Design multicycle_control, sky130hd; sources not shown.
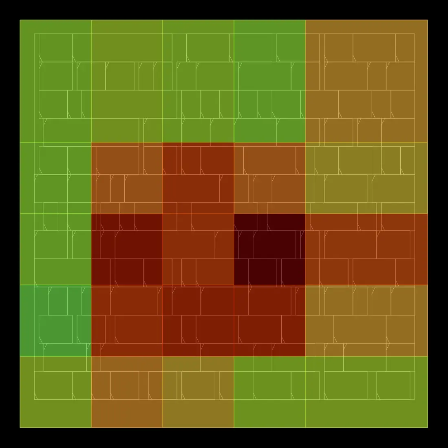
Figure 1: congestion heat map.
GRT Total Usage: 29.8%
Core Util, Final: 94.1%
met3 layer usage reported by global route: 3.41%

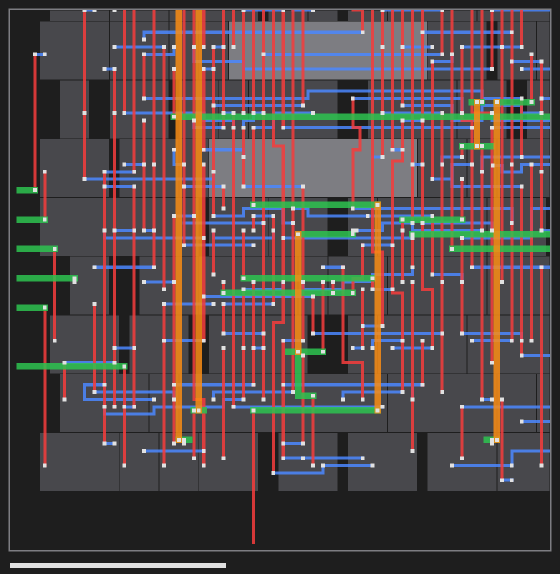
Figure 2: close-up of the layout.
Bar = 10 um. Region (0, 0) to (25, 25) um. Cells in gray, sequential cells in the stronger gray; small squares are vias.
Key: green = metal 3; blue = metal 1; orange = metal 4; red = metal 2
53 logic cells have their middle in the window. Most frequent: buf_4 (9), nand2_1 (6), buf_6 (5). Sequential cells in the window: 2.

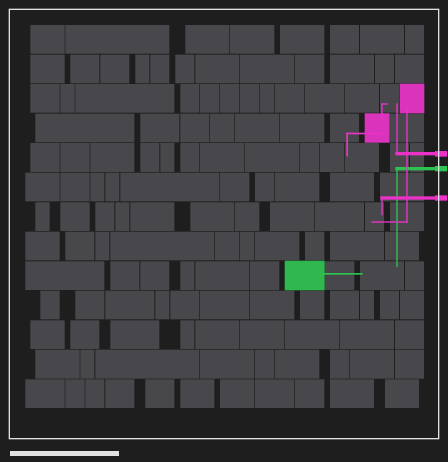
Figure 3: I/O nets highlighted.
Bar = 10 um.
Key: magenta = PCSource [bits 2, direction output, edge right, end cells 2, buffers 2, wire 35.2 um]; green = IRWrite [bits 1, direction output, edge right, end cells 1, buffers 1, wire 16.1 um]
number of placed I/O pins: 30
total of buffers placed on input and output ports: 29

==> Flow_metrics.wiki <==
== Flow metrics ==
{| class="wikitable"
! Metric !! Value
|-
| Status || finished, violations left
|-
| Violated checks || negative setup slack
|-
| PnR worst setup slack || -355 ps
|-
| Dominant cell by count in the synthesized netlist || sky130_fd_sc_hd__nor2_1
|-
| Clock Tree Root || sky130_fd_sc_hd__clkbuf_4
|-
| Clock tree from TritonCTS || yes
|-
| Fraction of the cycle the final worst path needs || 125%
|-
| Sequential fraction of the synthesis area || 24.8%
|-
| Top flip-flop cell by instance count after synthesis || sky130_fd_sc_hd__dfrtp_1
|-
| Biggest area consumer among synthesized cells || sky130_fd_sc_hd__dfrtp_1
|-
| Global-route wire length before repair || 3190 um
|-
| Share of final-layout standard cells stronger than drive strength 1 || approximately 68%
|-
| Cell mode on critical path || sky130_fd_sc_hd__buf_6
|-
| Slew Limit Headroom || just over 80%
|-
| Pleak || 0.625 nW
|-
| Cell total in the yosys stat output || 69
|-
| Die H || 39.4 um
|-
| Number of sinks on the clock net || 5
|-
| Busiest metal layer after global routing || met2
|-
| Average footprint of a synthesized cell || between 7 and 8 um^2
|-
| Via count of the first global-routing pass || 746
|-
| Chip area in the Yosys report || 504 um^2
|-
| Warnings from Yosys || 6
|-
| Met2 capacity usage during global routing || 60.7%
|-
| Ranking of synthesized cells by area || sky130_fd_sc_hd__dfrtp_1 25%, sky130_fd_sc_hd__nor2_1 7.4%, sky130_fd_sc_hd__nand2b_1 6.2%
|-
| Clock network latency to the later pin of the worst-skew pair || 230 ps
|-
| Number of inserted filler cells in the final layout || ~48
|-
| Largest net degree at the start of global routing || 10
|-
| Routed vias || roughly 850
|-
| Number of flip-flops in the largest register || 4
|-
| Post-synthesis instance area || 504 um^2
|-
| Flip-flops with a built-in enable || 0
|-
| Crit path max-delay cell type || sky130_fd_sc_hd__dfrtp_1
|-
| Tool Warnings || 30
|-
| Final-report max-slew violation count || 0
|-
| Category of the critical setup timing path || reg2out
|-
| Depth of the CTS H-tree || 1
|-
| Floorplan Core Area || 1300 um^2
|-
| Number of remaining DRC errors || 0
|-
| Total iterations of the first detailed-routing run || 4
|-
| Cell count after synthesis || 69
|-
| Largest driver fanout on the critical path || 3
|-
| HPWL reported at the end of detailed placement || 1180 um
|-
| Class of the tightest hold or removal check || in2async
|-
| Unrepaired setup endpoints after global routing || yes
|-
| Total Die Area || 1550 um^2
|-
| Launching element type of the critical path || flop
|-
| Registers, synthesis || 5
|-
| Dominant cell area share || between 20% and 30%
|-
| Antenna violations before repair || 0
|-
| Distinct lib cells used || 30
|-
| Setup violations, final || 21
|-
| Ordered list of cells on the worst path || buf_6 > buf_6 > nand3b_1 > o21ai_1 > buf_2
|-
| WL final || 2720 um
|-
| Final tally of hold violations || 0
|-
| Num rows || 13
|-
| Final total power || 0.000348 W
|-
| Register-to-register path setup slack || -260 ps
|-
| Post-detailed-route via-to-cell ratio || 5.60
|-
| Post-synth ARST share || 100%
|-
| Largest stage delay on the critical path || 410 ps
|-
| Die Wd || roughly 39 um
|-
| Fin crit period || 1760 ps
|-
| Number of design-rule violations left by the first detailed-router iteration || 18
|-
| Number of cells in the design after placement || 123
|-
| Pre-placement core utilization || 38.8%
|-
| Highest ir drop seen on vdd || 0.505 mV
|-
| Number of nets in the layout || 146
|-
| Number of buffers created by CTS || 3
|-
| Cell Pwr Density || roughly 280 nW/um^2
|-
| Post-route worst hold slack || 221 ps
|-
| Antenna fix cells || 0
|-
| Number of nets with antenna violations after routing || 0
|-
| Nets in the synthesized netlist || 77
|-
| Synth cell count leaders || 10 x sky130_fd_sc_hd__nor2_1, 7 x sky130_fd_sc_hd__nand2_1, 5 x sky130_fd_sc_hd__dfrtp_1, 5 x sky130_fd_sc_hd__nand2b_1
|}
## layout by cell type (no fill, tap or decap), drive strengths merged
cell type / count
a22oi: 1
xor2: 1
a31o: 1
buf: 55
inv: 4
dfrtp: 5
nand2b: 5
nor3b: 1
xnor2: 2
or4: 1
nand3: 1
a21oi: 1
nor2: 10
a211oi: 1
nand3b: 1
nor2b: 4
clkdlybuf4s15: 2
nor3: 4
nand2: 7
dlygate4sd2: 7
or3b: 2
clkbuf: 8
o211ai: 2
o31ai: 2
clkdlybuf4s50: 1
o311ai: 1
or3: 1
o21ai: 6
## cell type report
class	count	area (um^2)	share of cell area, %
Timing Repair Buffer	69	572	46.7
Clock buffer	4	26.3	2.15
Inverter	4	17.5	1.43
Multi-Input combinational cell	55	463	37.8
Tap cell	15	18.8	1.53
Sequential cell	5	128	10.4
## repair_timing
action | in CTS | in global routing
resized | 117 | 23
hold buffers | 0 | 0
setup endpoints to repair | 27 | 26
cloned | 0 | 0
pin swaps | 11 | 7
buffers inserted | 22 | 5
## worst max-delay path, delay by kind of cell, from the launching register on
family	cells	cell delay, ps
buf+inv	3	400
flops	1	410
compound gates	1	160
simple gates	1	220
## kinds of logic after synthesis
| kind of cell | after synthesis | synth area share (%) |
|---|---|---|
| buffers and inverters | 9 | 10.2 |
| AOI/OAI and AO/OA | 15 | 21.3 |
| DFF | 5 | 24.8 |
| xor gates and xnor gates | 3 | 5.21 |
| and+or+nand+nor | 37 | 38.5 |
## power by group
part           internal, W   total, W  switching [W]
combinational    0.0000225  0.0000420      0.0000195
clock             0.000107   0.000161      0.0000534
sequential        0.000145   0.000145              0
## layer usage
metal / vias up / part of all wire (%)
met2: 58 / 52
li1: 374 / -
met5: - / 0
met4: 0 / 4.6
met1: 401 / 35
met3: 18 / 8.1
## per-stage QoR
stage | instance area [um^2] | setup TNS [ps]
CTS | 1180 | -3370
global route | 1220 | -5550
finish | 1220 | -4590
global placement | 897 | -6440
detailed placement | 897 | -7010
floorplan | 514 | 0
Power figures rest on the tool's default switching activity, not on a simulated workload.
